`src/rtl/flash_read_arbiter.sv`:
```
// flash_read_arbiter: round-robin arbiter sharing the qspi_flash read port between two requesters.
// Optional one-entry read cache enabled by defining FLASH_ARB_CACHE_EN.
module flash_read_arbiter #(
   parameter int TIMEOUT_CYCLES = 255
) (
   input  logic        clk,
   input  logic        rst,
   input  logic        a_req_valid,
   input  logic [23:0] a_req_addr,
   output logic        a_req_ready,
   output logic        a_rsp_valid,
   input  logic        b_req_valid,
   input  logic [23:0] b_req_addr,
   output logic        b_req_ready,
   output logic        b_rsp_valid,
   output logic [7:0]  rsp_data,
   output logic        rsp_err,
   output logic        busy,
   output logic [23:0] flash_addr,
   output logic        flash_do_read,
   input  logic        flash_setup_done,
   input  logic        flash_data_ready,
   input  logic [7:0]  flash_data
);
   typedef enum logic [1:0] {SETUP, IDLE, ISSUE, RESP} state_t;
   state_t      state_q, state_d;
   logic [23:0] addr_q, addr_d;
   logic [7:0]  data_q, data_d;
   logic        err_q, err_d;
   logic        gnt_b_q, gnt_b_d;
   logic        last_b_q, last_b_d;
   logic [15:0] cnt_q, cnt_d;
   logic        busy_q;
   logic        sel_b, grant, hit;
   logic [23:0] sel_addr;
   logic [7:0]  hit_data;
   assign sel_b    = b_req_valid && (!a_req_valid || !last_b_q);
   assign sel_addr = sel_b ? b_req_addr : a_req_addr;
   assign grant    = state_q == IDLE && flash_setup_done && (a_req_valid || b_req_valid);
   always_comb begin
      state_d  = state_q;
      addr_d   = addr_q;
      data_d   = data_q;
      err_d    = err_q;
      gnt_b_d  = gnt_b_q;
      last_b_d = last_b_q;
      cnt_d    = cnt_q;
      case (state_q)
         SETUP: state_d = flash_setup_done ? IDLE : SETUP;
         IDLE: begin
            if (!flash_setup_done) state_d = SETUP;
            else if (grant) begin
               addr_d   = sel_addr;
               gnt_b_d  = sel_b;
               last_b_d = sel_b;
               cnt_d    = '0;
               err_d    = 1'b0;
               data_d   = hit_data;
               state_d  = hit ? RESP : ISSUE;
            end
         end
         ISSUE: begin
            cnt_d = cnt_q + 16'd1;
            // data beats both timeout and a lost setup_done in the same cycle
            if (flash_data_ready) begin
               data_d  = flash_data;
               err_d   = 1'b0;
               state_d = RESP;
            end else if (!flash_setup_done || cnt_q == 16'(TIMEOUT_CYCLES - 1)) begin
               data_d  = 8'hFF;
               err_d   = 1'b1;
               state_d = RESP;
            end
         end
         RESP: state_d = flash_setup_done ? IDLE : SETUP;
      endcase
   end
   always_ff @(posedge clk or posedge rst) begin
      if (rst) begin
         state_q  <= SETUP;
         addr_q   <= '0;
         data_q   <= '0;
         err_q    <= 1'b0;
         gnt_b_q  <= 1'b0;
         last_b_q <= 1'b1;
         cnt_q    <= '0;
         busy_q   <= 1'b0;
      end else begin
         state_q  <= state_d;
         addr_q   <= addr_d;
         data_q   <= data_d;
         err_q    <= err_d;
         gnt_b_q  <= gnt_b_d;
         last_b_q <= last_b_d;
         cnt_q    <= cnt_d;
         busy_q   <= state_d != IDLE;
      end
   end
`ifdef FLASH_ARB_CACHE_EN
   logic        cv_q, cv_d;
   logic [23:0] ca_q, ca_d;
   logic [7:0]  cd_q, cd_d;
   assign hit      = cv_q && ca_q == sel_addr;
   assign hit_data = cd_q;
   always_comb begin
      cv_d = cv_q;
      ca_d = ca_q;
      cd_d = cd_q;
      if (state_q == ISSUE && state_d == RESP) begin
         cv_d = !err_d;
         ca_d = err_d ? ca_q : addr_q;
         cd_d = err_d ? cd_q : flash_data;
      end
   end
   always_ff @(posedge clk or posedge rst) begin
      if (rst) begin
         cv_q <= 1'b0;
         ca_q <= '0;
         cd_q <= '0;
      end else begin
         cv_q <= cv_d;
         ca_q <= ca_d;
         cd_q <= cd_d;
      end
   end
`else
   assign hit      = 1'b0;
   assign hit_data = 8'h00;
`endif
   assign a_req_ready   = grant && !sel_b;
   assign b_req_ready   = grant && sel_b;
   assign a_rsp_valid   = state_q == RESP && !gnt_b_q;
   assign b_rsp_valid   = state_q == RESP && gnt_b_q;
   assign rsp_data      = state_q == RESP ? data_q : 8'h00;
   assign rsp_err       = state_q == RESP && err_q;
   assign flash_do_read = state_q == ISSUE;
   assign flash_addr    = flash_do_read ? addr_q : 24'h0;
   assign busy          = busy_q;
endmodule

```
`config.mk`:
```
export PLATFORM = sky130hd
export DESIGN_NAME = flash_read_arbiter
export DESIGN_NICKNAME = d
export VERILOG_FILES = /design/src/rtl/flash_read_arbiter.sv
export SDC_FILE = /design/constraint.sdc
export NUM_CORES = 1
export LEC_CHECK = 0
export ABC_AREA = 1
export CAP_MARGIN = 20
export CORE_MARGIN = 10
export CORE_UTILIZATION = 65
export CTS_BUF_LIST = sky130_fd_sc_hd__clkbuf_8
export CTS_CLUSTER_DIAMETER = 100
export DETAILED_ROUTE_END_ITERATION = 12
export DONT_BUFFER_PORTS = 1
export HOLD_SLACK_MARGIN = 0.06
export PLACE_DENSITY = 0.8
export SLEW_MARGIN = 20
export SYNTH_ARGS = -nofsm -noshare
export SYNTH_HDL_FRONTEND = slang
export SYNTH_SLANG_ARGS = --single-unit
```
`constraint.sdc`:
```
create_clock -name clk -period 3.1 [get_ports clk]
set_input_delay 0.465 -clock clk [delete_from_list [all_inputs] [get_ports clk]]
set_output_delay 0.465 -clock clk [all_outputs]
set_load 0.05 [all_outputs]
```
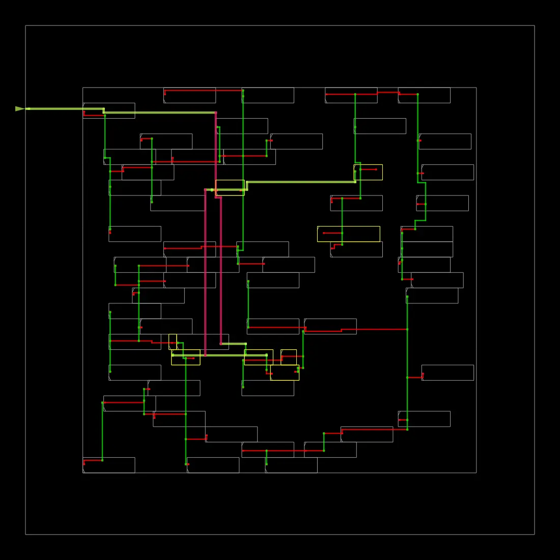
Figure 1: clock nets.
Clock group: 472 uW
Late-Pin Clk Latency: 0.31 ns
TritonCTS Buffers: 5

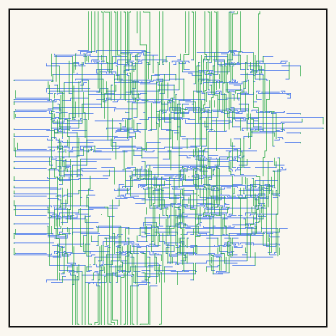
Figure 2: metal layers overlaid.
Two of the layers only.
Green shows M2, wire length 3730 um. Blue shows M1, wire length 3310 um.
Global Route Usage Sum: 0.193
vias: 2782
Avg WL per Cell: 14.0 um

==> results.txt <==
run results: status finished clean, post-route setup slack 0.641 ns, post-synth net total 537, total gr overflow 0, Slew Limit Fails 0, RePlAce Congestion 0.839, Pwr Density 670 mW/mm^2, clock network share of area 0.0331, die area 0.00807 mm^2, most flop-heavy register addr_q, Leading cell kind multi-input combinational cells, post-CTS resize count 0, Root Driver clkbuf_8, Sink Count 54, Final Cell Area 0.00333 mm^2, Tmin final around 2.5 ns, hold buffer count at CTS 0, Net Sw Frac 0.392, top flop regs addr_q x24, cnt_q x16, data_q x8, Distinct lib cells used 26, combinational power roughly 710 uW, Adder-Cell Fraction of Synth Area 0.0237, Top Layer Used met4, TritonCTS clock tree built, Post-synth regs approximately 54, WS Path Type reg2out, TAP cells 67, HPWL Detailed 5.68 mm, Worst-path clk slew 0.10 ns, XOR Share, Synth 0, initial antenna violation count 0
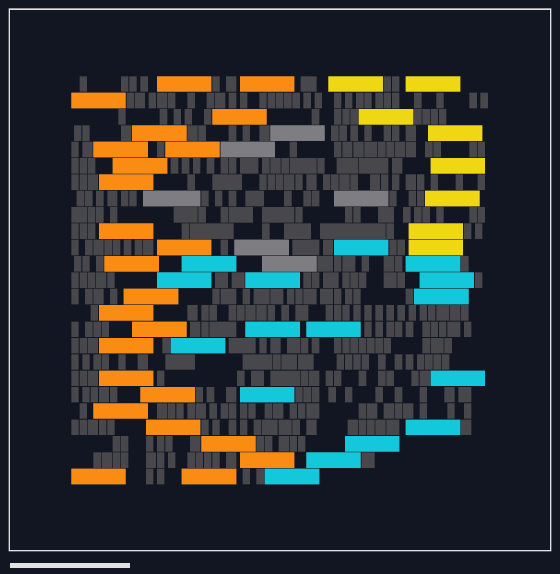
Figure 3: sequential cells grouped by signal name.
Bar = 20 um.
Cyan shows cnt_q, placed flops 16. Orange shows addr_q, placed flops 24. Yellow shows data_q, placed flops 8, where top right.
Another 6 sequential cells are not coloured.
Seq power: 1.05 mW
Core Util, Final: 0.704
FF/Latch Area: 0.00135 mm^2
flop share of the area: 0.407

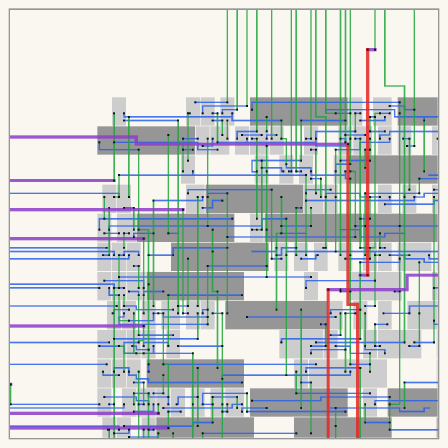
Figure 4: zoomed window.
Region (2, 47) to (42, 87) um. Cells in grey, sequential cells in the stronger grey; small squares are vias.
Blue shows M1. Green shows M2. Purple shows M3. Red shows M4.
96 logic cells have their middle in the window. Netlist names of flops here include addr_q (11). Most frequent: nand2_1 (50), dfrtp_1 (14). Sequential cells in the window: 15.

Yosys cell counts (all sizes together):
cell / number / area [um^2]
buf: 12 / 73.8
inv: 69 / 259
dfrtp: 53 / 1330
nor2: 44 / 189
nand2: 197 / 742
clkinv: 1 / 3.75
o21ai: 13 / 68.8
a21boi: 1 / 11.3
nand4: 17 / 106
a21oi: 3 / 18.8
nor3: 2 / 10.0
clkbuf: 3 / 11.3
ha: 6 / 75.1
dfstp: 1 / 26.3
o21bai: 3 / 22.5
nand3: 43 / 220
or2: 1 / 6.26
worst max-delay path, cell delays in order, from the launching register on:
cell     delay, ns
dfrtp_1       0.43
inv_1         0.13
ha_2          0.63
nand2_1       0.13
inv_1         0.36
Power figures rest on the tool's default switching activity, not on a simulated workload.
